===== config.mk =====
export PLATFORM = sky130hd
export DESIGN_NAME = hdc_sequencer
export DESIGN_NICKNAME = d
export VERILOG_FILES = /design/src/rtl/hdc_sequencer.sv
export SDC_FILE = /design/constraint.sdc
export NUM_CORES = 1
export LEC_CHECK = 0
export CAP_MARGIN = 20
export CORE_MARGIN = 2
export CORE_UTILIZATION = 25
export CTS_BUF_LIST = sky130_fd_sc_hd__clkbuf_16
export DETAILED_ROUTE_END_ITERATION = 12
export PLACE_DENSITY_LB_ADDON = 0.1
export SLEW_MARGIN = 30
export SYNTH_ARGS = -nofsm -noshare
export SYNTH_HDL_FRONTEND = slang
export SYNTH_SLANG_ARGS = --single-unit

===== constraint.sdc =====
create_clock -name i_clk -period 3 [get_ports i_clk]
set_input_delay 0.6 -clock i_clk [delete_from_list [all_inputs] [get_ports i_clk]]
set_output_delay 0.6 -clock i_clk [all_outputs]
set_load 0.03 [all_outputs]

===== src/rtl/hdc_sequencer.sv =====
// ----------------------------------------------------------------------------
// hdc_sequencer
//
// Per-message controller for the HDC spam/ham pipeline. It accepts one message
// descriptor, streams the message characters from the message buffer into the
// tokenizer/encoder, then starts the similarity classifier. The classification
// is returned through a valid/ready handshake.
//
// Optional feature macro: HDC_STATS_EN (adds saturating result counters).
//
// Ports:
//   i_clk, i_rst_n        clock (rising edge), asynchronous active-low reset
//   i_msg_valid/o_msg_ready, i_msg_length, i_msg_label
//                         message descriptor handshake (ready only while idle)
//   o_char_rd_en, o_char_addr, i_char_data
//                         message buffer read port (data one cycle after strobe)
//   o_enc_start, o_enc_char_valid, o_enc_char, o_enc_last, i_enc_done
//                         encoder control and character stream
//   o_cls_start, i_cls_done, i_cls_result
//                         classifier control
//   o_out_valid/i_out_ready, o_out_class, o_out_correct, o_out_err
//                         result handshake
//   o_stat_total, o_stat_correct (HDC_STATS_EN only)
//                         handshake count and correct, error-free count
// ----------------------------------------------------------------------------
module hdc_sequencer #(
    parameter int unsigned MAX_LEN = 160,
    parameter int unsigned CHAR_W  = 32,
    parameter int unsigned ADDR_W  = 8,
    parameter int unsigned TIMEOUT = 4096
) (
    input  logic              i_clk,
    input  logic              i_rst_n,
    input  logic              i_msg_valid,
    output logic              o_msg_ready,
    input  logic [15:0]       i_msg_length,
    input  logic              i_msg_label,
    output logic              o_char_rd_en,
    output logic [ADDR_W-1:0] o_char_addr,
    input  logic [CHAR_W-1:0] i_char_data,
    output logic              o_enc_start,
    output logic              o_enc_char_valid,
    output logic [CHAR_W-1:0] o_enc_char,
    output logic              o_enc_last,
    input  logic              i_enc_done,
    output logic              o_cls_start,
    input  logic              i_cls_done,
    input  logic              i_cls_result,
    output logic              o_out_valid,
    input  logic              i_out_ready,
    output logic              o_out_class,
    output logic              o_out_correct,
    output logic              o_out_err
`ifdef HDC_STATS_EN
    ,
    output logic [15:0]       o_stat_total,
    output logic [15:0]       o_stat_correct
`endif
);

    // One extra bit so that a length of exactly 2**ADDR_W is representable.
    localparam int unsigned LEN_W = ADDR_W + 1;
    localparam int unsigned CNT_W = $clog2(TIMEOUT) + 1;

    typedef enum logic [2:0] {
        StIdle,
        StStart,
        StFeed,
        StWaitEnc,
        StCls,
        StWaitCls,
        StRespond
    } state_e;

    state_e              r_state;
    logic [LEN_W-1:0]    r_len;
    logic                r_label;
    logic                r_err_trunc;
    logic [CNT_W-1:0]    r_cnt;

    logic                r_msg_ready;
    logic                r_char_rd_en;
    logic [ADDR_W-1:0]   r_char_addr;
    logic                r_enc_start;
    logic                r_enc_char_valid;
    logic                r_enc_last;
    logic                r_cls_start;
    logic                r_out_valid;
    logic                r_out_class;
    logic                r_out_correct;
    logic                r_out_err;

    logic                w_trunc;
    logic [LEN_W-1:0]    w_len;
    logic                w_at_last;
    logic                w_cnt_expired;

    assign w_trunc       = (i_msg_length > 16'(MAX_LEN));
    assign w_len         = w_trunc ? LEN_W'(MAX_LEN) : i_msg_length[LEN_W-1:0];
    assign w_at_last     = ({1'b0, r_char_addr} == (r_len - LEN_W'(1)));
    assign w_cnt_expired = (r_cnt == CNT_W'(TIMEOUT - 1));

    always_ff @(posedge i_clk or negedge i_rst_n) begin
        if (!i_rst_n) begin
            r_state          <= StIdle;
            r_len            <= '0;
            r_label          <= 1'b0;
            r_err_trunc      <= 1'b0;
            r_cnt            <= '0;
            r_msg_ready      <= 1'b1;
            r_char_rd_en     <= 1'b0;
            r_char_addr      <= '0;
            r_enc_start      <= 1'b0;
            r_enc_char_valid <= 1'b0;
            r_enc_last       <= 1'b0;
            r_cls_start      <= 1'b0;
            r_out_valid      <= 1'b0;
            r_out_class      <= 1'b0;
            r_out_correct    <= 1'b0;
            r_out_err        <= 1'b0;
        end else begin
            r_enc_start      <= 1'b0;
            r_cls_start      <= 1'b0;
            // Buffer data arrives one cycle after the read strobe, so the
            // stream qualifiers are the strobe delayed by one cycle.
            r_enc_char_valid <= r_char_rd_en;
            r_enc_last       <= r_char_rd_en & w_at_last;

            unique case (r_state)
                StIdle: begin
                    if (i_msg_valid && r_msg_ready) begin
                        r_msg_ready <= 1'b0;
                        r_label     <= i_msg_label;
                        r_len       <= w_len;
                        r_err_trunc <= w_trunc;
                        if (i_msg_length == 16'd0) begin
                            // Empty message: skip the datapath entirely.
                            r_state       <= StRespond;
                            r_out_valid   <= 1'b1;
                            r_out_class   <= 1'b0;
                            r_out_correct <= ~i_msg_label;
                            r_out_err     <= 1'b1;
                        end else begin
                            r_state     <= StStart;
                            r_enc_start <= 1'b1;
                        end
                    end
                end

                StStart: begin
                    r_state      <= StFeed;
                    r_char_rd_en <= 1'b1;
                    r_char_addr  <= '0;
                end

                StFeed: begin
                    if (r_char_rd_en) begin
                        if (w_at_last) begin
                            r_char_rd_en <= 1'b0;
                        end else begin
                            r_char_addr <= r_char_addr + ADDR_W'(1);
                        end
                    end
                    // Leave only after the final character has been presented.
                    if (r_enc_last) begin
                        r_state     <= StWaitEnc;
                        r_char_addr <= '0;
                        r_cnt       <= '0;
                    end
                end

                StWaitEnc: begin
                    if (i_enc_done) begin
                        r_state     <= StCls;
                        r_cls_start <= 1'b1;
                    end else if (w_cnt_expired) begin
                        r_state       <= StRespond;
                        r_out_valid   <= 1'b1;
                        r_out_class   <= 1'b0;
                        r_out_correct <= ~r_label;
                        r_out_err     <= 1'b1;
                    end else begin
                        r_cnt <= r_cnt + CNT_W'(1);
                    end
                end

                StCls: begin
                    r_state <= StWaitCls;
                    r_cnt   <= '0;
                end

                StWaitCls: begin
                    if (i_cls_done) begin
                        r_state       <= StRespond;
                        r_out_valid   <= 1'b1;
                        r_out_class   <= i_cls_result;
                        r_out_correct <= (i_cls_result == r_label);
                        r_out_err     <= r_err_trunc;
                    end else if (w_cnt_expired) begin
                        r_state       <= StRespond;
                        r_out_valid   <= 1'b1;
                        r_out_class   <= 1'b0;
                        r_out_correct <= ~r_label;
                        r_out_err     <= 1'b1;
                    end else begin
                        r_cnt <= r_cnt + CNT_W'(1);
                    end
                end

                StRespond: begin
                    if (i_out_ready) begin
                        r_state       <= StIdle;
                        r_out_valid   <= 1'b0;
                        r_out_class   <= 1'b0;
                        r_out_correct <= 1'b0;
                        r_out_err     <= 1'b0;
                        r_msg_ready   <= 1'b1;
                    end
                end

                default: begin
                    r_state     <= StIdle;
                    r_msg_ready <= 1'b1;
                end
            endcase
        end
    end

    assign o_msg_ready      = r_msg_ready;
    assign o_char_rd_en     = r_char_rd_en;
    assign o_char_addr      = r_char_addr;
    assign o_enc_start      = r_enc_start;
    assign o_enc_char_valid = r_enc_char_valid;
    // The buffer read data is already registered; forward it while qualified.
    assign o_enc_char       = r_enc_char_valid ? i_char_data : '0;
    assign o_enc_last       = r_enc_last;
    assign o_cls_start      = r_cls_start;
    assign o_out_valid      = r_out_valid;
    assign o_out_class      = r_out_class;
    assign o_out_correct    = r_out_correct;
    assign o_out_err        = r_out_err;

`ifdef HDC_STATS_EN
    logic [15:0] r_stat_total;
    logic [15:0] r_stat_correct;

    always_ff @(posedge i_clk or negedge i_rst_n) begin
        if (!i_rst_n) begin
            r_stat_total   <= '0;
            r_stat_correct <= '0;
        end else if (r_out_valid && i_out_ready) begin
            if (r_stat_total != 16'hFFFF) begin
                r_stat_total <= r_stat_total + 16'd1;
            end
            if (r_out_correct && !r_out_err && (r_stat_correct != 16'hFFFF)) begin
                r_stat_correct <= r_stat_correct + 16'd1;
            end
        end
    end

    assign o_stat_total   = r_stat_total;
    assign o_stat_correct = r_stat_correct;
`endif

endmodule


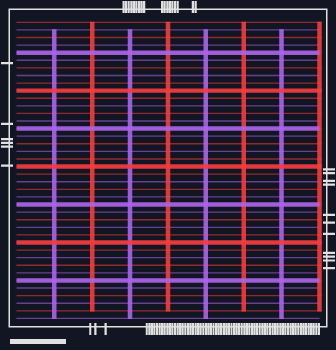
*Supply network, run 1*
Scale bar: 20 µm. Pins as bars on the die edge.
| color | net |
|---|---|
| red | VDD |
| purple | VSS |
rows: 39
met1 rails: 40
met4 straps: 8
die width: 113 µm
die height: 113 µm

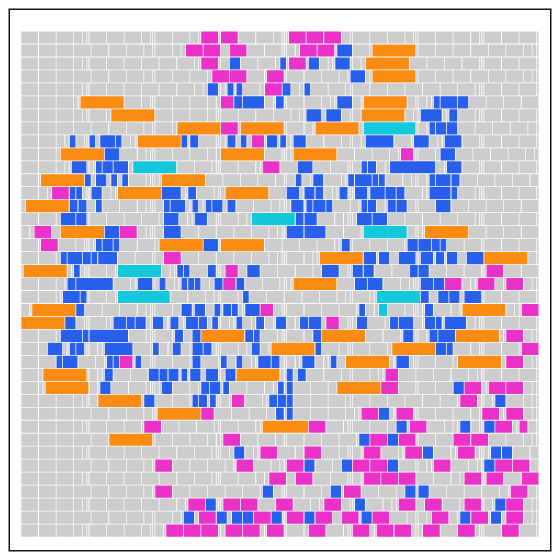
*Cells colored by class, run 1*
Fill, decap, tap and diode cells in gray.
| color | class | cells |
|---|---|---|
| blue | remaining logic cells | 282 |
| cyan | clock drivers and dummy loads | 8 |
| orange | registers | 45 |
| magenta | remaining buffers and delay cells | 116 |

==> results.yml, run 1 <==
# generated from flow reports
min_path:
  hp-class: "in2async"
clock_network:
  post_cts_resized: 0
  cts-htree-levels: 2
  post_cts_buffers: 0
  tritoncts: "yes"
  numCtsBuffers: 5
  cts.sinks: 45
  cts-root-to-sink-buffers: 2
  hold_buffers: 0
  cts_root_buffer: "clkbuf_16"
  path_clk_slew_ns: 0.07
final_timing:
  hold-worst-slack_ns: 0.170
  skew_ns: 0.00988
  setup_viol: 0
  hold_viol_final: 0
  rsz0062_at_grt: "no"
  worstMarginPinSlew_ns: 0.717
  timing.setup.tns_ns: 0
  fmax_mhz: 381
  min_period_ns: 2.63
  setup_slack_ns: 0.374
  max_slew_margin_pct: 52.2
  finalCritPeriodShare_pct: 87.5
  drv_slew: 0
setup_path:
  crit_path_start_kind: "flip-flop"
  path_buffers: 1
  arrival_ns: 2.85
  rr_worst_depth: 9
  critPathLaunch: "r_len[1]$_DFFE_PN0P_"
  cp_slowest_stage_delay_ns: 0.52
  critical_path_peak_fanout: 9
  cp.depth: 9
  cp_top_family: "simple AND/OR/NAND/NOR gates"
  slowest_stage: "dfrtp_1"
  r2r_start: "r_len[1]$_DFFE_PN0P_"
  path_cells: "inv_1 > ha_1 > nor3_1 > nand3b_1 > a211oi_1 > a211oi_2 > or2_1 > a41oi_1 > o21bai_1"
  cp.required_ns: 3.22
  crit_path_end_kind: "flip-flop"
  critPathKind: "reg2reg"
synth:
  syn-mean-instance-area_um2: 8.67
  logic_family: "simple AND/OR/NAND/NOR gates"
  ys_sh_xor_pct: 4.99
  synth_area_um2: 2980
  ys_cells: 344
  edf_count: 0
  ys_seq_share_pct: 37.8
  ys_ff: 45
  synth_top_cell_by_count: "dfrtp_1"
  top_area_share_pct: 36.9
  ys_async_sr_fraction_pct: 100
  common_cells: "dfrtp_1, and2_1, nand2_1, nor2_1, a21oi_1"
  flop_cell: "dfrtp_1"
  area_leaders: "dfrtp_1, and2_1, nand2_1, nor2_1, a21oi_1"
  synth-compound-area-share_pct: 21.2
  synthAdderAreaFrac_pct: 1.26
  synth_cell_types: 59
  syn_inst: 344
  yosys.area.top_type: "dfrtp_1"
  ys_area_um2: 2980
  fp_nets: 403
  ys_sh_simple_pct: 28.5
  mux_area_share_pct: 1.72
grt:
  grt_first_pass_wirelength_mm: 15.2
  grtUsageTotal_pct: 14.6
  use_met3_pct: 3.05
  grt_pass1_vias: 2856
  grtUsageMet2_pct: 24.9
  grt_util_met1_pct: 18.8
  top_usage_layer: "met2"
  grt_max_degree: 36
  antenna_found_initial: 0
  grt-ovfl-total: 0
layout:
  nClkBuffers: 5
  largest_cell_class: "logic gates"
  ff_count: 45
  clk_share_pct: 4.33
  fin_util_pct: 38.2
  comb_cells: 268
  diodes: 0
  nNonClkBuffers: 116
  num-nets-final: 509
  seq_share_pct: 25.6
  inverters: 14
  layout_top_cell: "clkdlybuf4s50_1"
  final_cell_mix: "clkdlybuf4s50_1, dfrtp_1, and2_1"
  combGateArea_um2: 1720
  drive_gt1_share_pct: 7.10
  buf_share_pct: 25.7
  syn_to_final_growth_pct: 47.5
  comb_area_share_pct: 39.1
  flop_area_um2: 1130
  fillers: 1208
power:
  pwr_density_cell_nw_per_um2: 595
  p_sw_uw: 980
  p_seq_share_pct: 31.6
  peakVddDrop_mv: 0.223
  finalPower_mw: 2.62
  clkPwrFrac_pct: 27.5
  p_int_mw: 1.64
  p_comb_share_pct: 40.9
  cellLeakagePower_nw: 1.79
  p_sw_share_pct: 37.4
detailed_routing:
  totalWireLength_mm: 9.06
  vias_per_cell: 4.85
  wl_met1_mm: 3.97
  via_count: 2880
  drc: 1
  wl_met2_mm: 4.58
  wl_per_cell_um: 15.2
  ant_nets: 0
  top_layer: "met4"
  drtPass1Iterations: 9
  wl_met3_um: 368
  drtIter0Drc: 200
die:
  ios: 106
  core-area_um2: 11500
  fp_util_pct: 25.9
  rows: 39
  n_tap_cell: 143
  die_area_um2: 12800
place:
  port-buffer-count: 105
  pre_cts_ws_ns: 0.337
  gp_congestion: 0.782
  dpl.hpwl_mm: 6.98
status:
  status: "complete, but fails checks"
  failed_checks: "DRC"
flow_run:
  cap_viol_max_count: 0
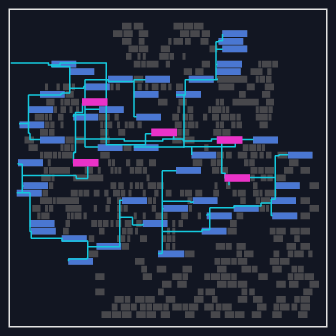
*Clock wires, drivers and flops, run 1*
[magenta] clock-net drivers | count: 5
[blue] flip-flops | count: 45
[cyan] clock wires | length: 715 µm
routed clock nets: 6

## run 1: through the flow
stage	cell area [µm²]	cells
after floorplan	2980	344
after global placement	4210	586
after detailed placement	4210	586
after CTS	4400	594
after global routing	4400	594
final	4400	594
## run 1: state kept, by name (all words and copies together), names as in the netlist
signal            count
r_cnt                13
o_enc_last            1
o_msg_ready           1
o_enc_char_valid      1
o_char_addr           8
r_state               3
o_out_correct         1
o_cls_start           1
o_out_err             1
o_out_class           1
r_len                 9
o_char_rd_en          1
o_out_valid           1
r_label               1
r_err_trunc           1
o_enc_start           1
## run 1: power groups by stage
stage          combinational (mW)  sequential (mW)  clock, mW
4_1_cts                      1.07            0.827      0.742
6_report                     1.07            0.828      0.719
3_3_place_gp                 1.06            0.839          0
5_1_grt                      1.17            0.848      0.766
3_5_place_dp                 1.07            0.839          0
2_1_floorplan               0.613            0.860          0
## run 1: worst paths after layout
kind | endpoint | slack, ns
hold / removal | o_char_rd_en$_DFFE_PN0P_ | 0.17
hold reg to reg | o_msg_ready$_DFFE_PN1P_ | 0.48
setup / recovery | o_char_addr[2]$_DFFE_PN0P_ | 0.37
max in group asynchronous | o_msg_ready$_DFFE_PN1P_ | 2.05
setup reg to reg | o_char_addr[2]$_DFFE_PN0P_ | 0.37
min in group i_clk | o_msg_ready$_DFFE_PN1P_ | 0.48
## run 1: worst register-to-register path, delay by kind of cell, from the launching register on
kind | cells | cell delay, ns
flip-flops | 1 | 0.52
AND-OR/OR-AND | 4 | 0.82
adder cells (fa/ha/maj) | 1 | 0.30
buffers and inverters | 1 | 0.08
AND/OR/NAND/NOR | 3 | 0.85
## run 1: kinds of logic after synthesis
family,Yosys count
simple gates,155
compound gates,88
flops,45
buf+inv,31
xor+xnor,17
mux,5
fa+ha+maj,3
==> run 1 -> run 2 <==
==> constraint.sdc (replaced) <==
create_clock -name i_clk -period 2.4 [get_ports i_clk]
set_input_delay 0.48 -clock i_clk [delete_from_list [all_inputs] [get_ports i_clk]]
set_output_delay 0.48 -clock i_clk [all_outputs]
set_load 0.03 [all_outputs]
==> results.yml, run 2 <==
# generated from flow reports
status:
  status: "complete, but fails checks"
  failed_checks: "DRC"
layout:
  num-nets-final: 531
  regMostFlops: "r_cnt"
  fin_util_pct: 39.9
  final_cells: 616
  final_cell_mix: "clkdlybuf4s50_1, dfrtp_1, and2_1"
  drive_gt1_share_pct: 12.3
  largest_reg_flops: 13
  syn_to_final_growth_pct: 54.1
  layout_top_cell: "clkdlybuf4s50_1"
  diodes: 0
  finalInstanceArea_um2: 4600
synth:
  logic_family: "simple AND/OR/NAND/NOR gates"
  syn_inst: 344
  flop_cell: "dfrtp_1"
  fp_nets: 403
  synthAdderAreaFrac_pct: 1.26
  area_leaders: "dfrtp_1, and2_1, nand2_1, nor2_1, a21oi_1"
  ys_cells: 344
  top_area_share_pct: 36.9
  synth-compound-area-share_pct: 21.2
  yosys.area.top_type: "dfrtp_1"
  synth_top_cell_by_count: "dfrtp_1"
  edf_count: 0
  ys_area_um2: 2980
  ys_sh_simple_pct: 28.5
  ys_async_sr_fraction_pct: 100
  ys_ff: 45
  common_cells: "dfrtp_1, and2_1, nand2_1, nor2_1, a21oi_1"
  synth_cell_types: 59
  synth_area_um2: 2980
  yosys_warnings: 0
  ys_seq_share_pct: 37.8
  syn-mean-instance-area_um2: 8.67
  mux_area_share_pct: 1.72
  ys_sh_xor_pct: 4.99
flow_run:
  cap_viol_max_count: 0
  warnings: 26
power:
  finalPower_mw: 3.34
  cellLeakagePower_nw: 1.90
  pwr_density_cell_nw_per_um2: 726
die:
  die_area_um2: 12800
  ios: 106
  dieWidth_um: 113
  fp_util_pct: 25.9
  rows: 39
  dieHeight_um: 113
setup_path:
  critPathLaunch: "r_cnt[0]$_DFFE_PN0P_"
  worst-r2r-setup-slack_ns: 0.16
  slowest_stage: "or4_4"
  cp_slowest_stage_delay_ns: 0.56
  r2r-end: "r_cnt[11]$_DFFE_PN0P_"
  cp.required_ns: 2.59
  path_cells: "ha_1 > nand3_1 > or4_4 > o32a_4 > nand4_4 > or3_1 > xor2_1 > nor2_1"
  cp_top_family: "simple AND/OR/NAND/NOR gates"
  arrival_ns: 2.42
  r2r_start: "r_cnt[0]$_DFFE_PN0P_"
  path_buffers: 0
  critPathKind: "reg2reg"
  cp.depth: 8
  crit_path_end_kind: "flip-flop"
  crit_path_end: "r_cnt[11]$_DFFE_PN0P_"
  rr_worst_depth: 8
  crit_path_start_kind: "flip-flop"
  critical_path_peak_fanout: 5
final_timing:
  hold-worst-slack_ns: 0.275
  timing.setup.tns_ns: 0
  finalCritPeriodShare_pct: 93.2
  worstMarginPinSlew_ns: 0.612
  skew_ns: 0.00822
  setup_viol: 0
  hold_viol_final: 0
  drv_slew: 0
  fmax_mhz: 447
  setup_slack_ns: 0.163
  rsz0062_at_grt: "no"
  min_period_ns: 2.24
  max_slew_margin_pct: 59.2
detailed_routing:
  wl_per_cell_um: 15.1
  vias_per_cell: 4.86
  drc: 2
  drtIter0Drc: 221
  totalWireLength_mm: 9.28
  drtPass1Iterations: 8
  ant_nets: 0
  via_count: 2991
place:
  dp.cells: 608
  pre_cts_ws_ns: -0.100
  gp_congestion: 0.774
  port-buffer-count: 105
  placed_cell_area_um2: 4370
  dpl.hpwl_mm: 7.11
clock_network:
  hold_buffers: 0
  post_cts_buffers: 0
  cts_root_buffer: "clkbuf_16"
  clock.latency.late_pin_ns: 0.29
  cts.sinks: 45
  post_cts_resized: 0
  tritoncts: "yes"
  cts-root-to-sink-buffers: 2
  path_clk_slew_ns: 0.07
  numCtsBuffers: 5
  cts-htree-levels: 2
min_path:
  hp-class: "in2async"
grt:
  grtUsageTotal_pct: 15.0
  grt_max_degree: 46
  grt_pass1_vias: 2989
  grt_first_pass_wirelength_mm: 15.6
  antenna_found_initial: 0
  grt-ovfl-total: 0
-- run 2: area by class of cell --
| type | count | area, µm² |
|---|---|---|
| fillers | 1180 | 6920 |
| flip-flops and latches | 45 | 1130 |
| well taps | 143 | 179 |
| repair buffers | 138 | 1290 |
| multi-input cells | 268 | 1750 |
| clock inverters | 3 | 68.8 |
| inverters | 14 | 52.6 |
| clock buffers | 5 | 125 |
-- run 2: metal layers --
layer / global-route usage (%) / vias up / routed length (µm) / part of all wire [%]
li1: - / 1488 / - / -
met1: 19.2 / 1437 / 4130 / 45
met2: 26.1 / 52 / 4770 / 51
met3: 2.62 / 14 / 237 / 2.6
met4: 3.66 / 0 / 139 / 1.5
met5: 0 / - / 0 / 0
-- run 2: cells by family (layout without fill, tap and decap cells) --
logic type,Yosys count,count (layout)
muxes,5,5
and+or+nand+nor,155,155
AOI/OAI and AO/OA,88,88
adders and majority gates,3,3
buffers and inverters,31,160
xor gates and xnor gates,17,17
DFF,45,45
-- run 2: how the worst min path moves through the flow --
stage / startpoint / to / cells past startpoint
after detailed placement: o_msg_ready$_DFFE_PN1P_ / o_msg_ready$_DFFE_PN1P_ / 2
after CTS: i_rst_n / o_char_addr[3]$_DFFE_PN0P_ / 2
after global routing: i_rst_n / o_char_addr[0]$_DFFE_PN0P_ / 2
after global placement: o_msg_ready$_DFFE_PN1P_ / o_msg_ready$_DFFE_PN1P_ / 2
after floorplan: i_rst_n / o_char_addr[0]$_DFFE_PN0P_ / 0
final: i_rst_n / o_char_addr[0]$_DFFE_PN0P_ / 2
-- run 2: where the power goes --
group          switching [mW]  internal [mW]
registers               0.142          0.871
clock network           0.324          0.601
logic                   0.778          0.621
total                    1.24           2.09
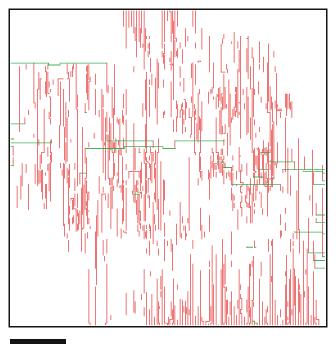
*Metal layers overlaid, run 2*
Scale bar: 20 µm. Only two layers are drawn.
| color | layer | wire length |
|---|---|---|
| red | M2 | 4770 µm |
| green | M3 | 237 µm |

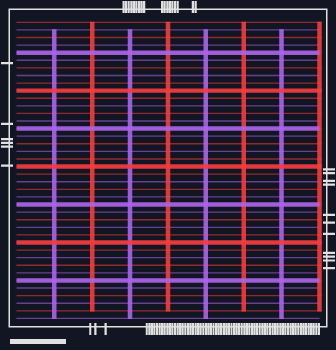
*Supply network, run 2*
Scale bar: 20 µm. Pins as bars on the die edge.
| color | net |
|---|---|
| red | VDD |
| purple | VSS |
met4 straps: 8
rows: 39
met5 straps: 7
signal pins: 106
met1 rails: 40
Worst VDD drop: 0.439 mV
core area: 11500 µm²

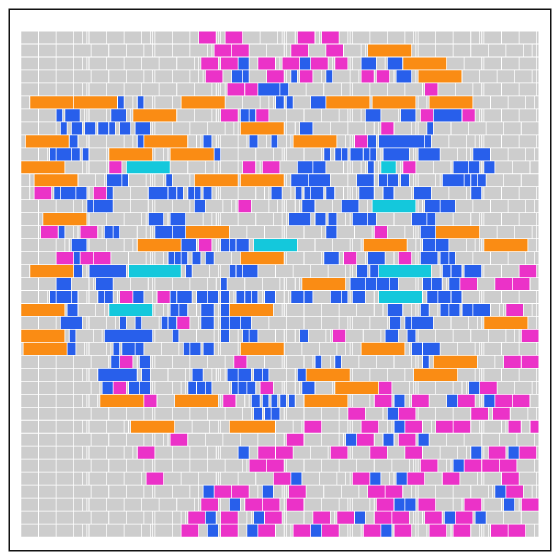
*Cells colored by class, run 2*
Fill, decap, tap and diode cells in gray.
| color | class | cells |
|---|---|---|
| cyan | clock drivers and dummy loads | 8 |
| magenta | remaining buffers and delay cells | 138 |
| orange | registers | 45 |
| blue | remaining logic cells | 282 |

Power figures rest on the tool's default switching activity, not on a simulated workload.
